Design bcd_time_entry, sky130hd; sources not shown.
**M1 wires**

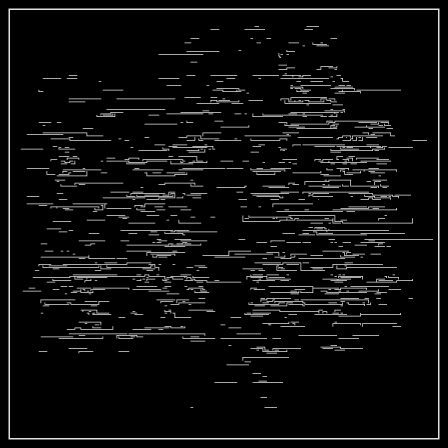
- main direction: horizontal
- nets with wire on the layer: 323
- longest straight run: 19.8 um
- share of all routed wire: 46%
- wire length on this layer: 2,830 um
Vias: 2,421
WL final: 6200 um

**Signal wires on met2**

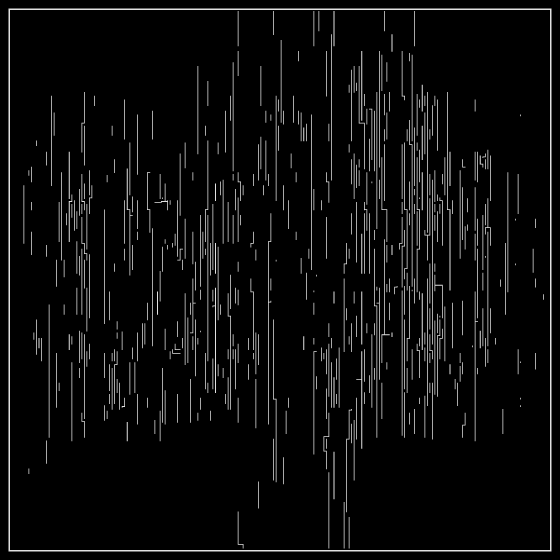
- share of all routed wire: 48%
- main direction: vertical
met2 Usage GRT: 0.230

==> out/metrics.cfg <==
[status]
status = completed

[critical_path]
crit_chain = clkdlybuf4s50_1
cp_top_family = buffers and inverters
endpoint_kind = output pin
worst_path_largest_cell_delay_ns = 1.20
cp.required_ns = 2.97
r2r_slack_ns = 1.96
startpoint_type = flop
cp_num_cells = 1
critical_path_class = flop to output pin
cpMaxStageDelayCell = clkdlybuf4s50_1
critPathArrivalTime_ns = 2.09
ff2ff_path_depth = 5
cp_num_buf_inv = 1

[global_routing]
gr-max-usage-layer = met2
grt_overflow_total = 0
antenna_found_initial = 0
grt_usage = 0.139
use_met1 = 0.174
grt_start_max_net_pins = 52
grt_pass1_vias = 2372

[hold_path]
hold_class = flop to flop
holdPathStages = 0

[placed_design]
dpl.cell_count = 442
placed_area_um2 = 3580
dp_hpwl_um = 4290
gp_congestion = 0.787
io_buffers = 29

[clock_tree]
hold_buffers = 0
clock_path_buffers = 2
clkSlewWorstSetupHoldPaths_ns = 0.08
cts.sinks = 61
cts_tree = built
cts_buffers = 9
clockRootBuffer = clkbuf_8
cts.repair.resized = 0
worstSkewPairLatency_ns = 0.34

[finish]
finalNonFillerCells = 458
layout-drive-gt1-share = 0.149
mostFrequentLayoutCells = dfrtp_1, nor2_1, clkdlybuf4s50_1, o21ai_0
diodes = 0
area_growth_syn_to_layout_pct = 20.8

[pwr]
comb_power_share = 0.039
leakage_uw = 0.00157
p_switching_uw = 341
power_top_consumer = sequential cells
pg_clk_uw = 602
sw_frac_of_total = 0.246
combinationalPower_uw = 53.9
p_seq_uw = 726
p_clk_frac = 0.436
power_density_nw_per_um2 = 366
vdd_drop_max_v = 0.000253
seqPwrFrac = 0.525

[synthesis]
async_reset_ff_frac = 1.00
yosysWarnings = 0
top_area_cell = dfrtp_1
ys_types = 51
synthesis.area_um2 = 3130
syn_inst = 304
dominantRegCellSynth = dfrtp_1
most_common_cell = dfrtp_1
adder_share = 0.0160
xor_area_frac = 0.0336
synthAoiAreaFrac = 0.160
netlist_top_cells_count = dfrtp_1, nor2_1, o21ai_0, a21oi_1, nand2_1
synth_flops = 61
fp_nets = 316
edf_count = 0
synth_top_area_share = 0.472
synthMuxAreaShare = 0.0456
syn_area_per_cell_um2 = 10.3
top_cells_by_area = dfrtp_1, o21ai_0, nor2_1, a21oi_1, nor2b_1

[routing]
first_iter_violations = 88
viasPerCell = 5.29
antenna_left = 0
wl_per_cell_um = 13.5
drc = 0
first_pass_iters = 4

[sta]
finalSetupViolations = 0
timing.fmax_ghz = 0.382
fin_hold_ws_ns = 0.352
hold_viol = 0
setup_ws_ns = 0.885
rsz0062_at_grt = no
fin_worst_skew_ns = 0.0147
max_slew_margin = 0.343
drv_slew = 0
min_period_ns = 2.61
period_used_share = 0.747
fin_setup_tns_ns = 0

[run]
cap_violations = 0

[die]
ios = 31
die_w_um = 98.5
initCoreUtil = 0.360
rows = 34
die_area_um2 = 9710
die_h_um = 98.5

-- per-layer routing --
layer	routed length, um	share of wire	up-vias
met1	2830	0.46	1183
met4	76	0.012	0
met5	0	0	-
met2	2990	0.48	46
li1	-	-	1182
met3	299	0.048	10
-- layout make-up --
class                      count  area [um2]
sequential                    61        1530
fill                         838        4900
multi-input combinational    227        1520
buffer                        11        56.3
tap                          108         135
clock inverter                 5        42.5
clock buffer                  11         151
timing repair buffer          30         318
inverter                       5        21.3
-- stage by stage --
stage / total power (uW) / util
final: 1380 / 0.435
after CTS: 1410 / 0.435
after detailed placement: 796 / 0.413
after global routing: 1450 / 0.435
after global placement: 789 / 0.409
after floorplan: 771 / -
Power is estimated from default activity; no workload was simulated.
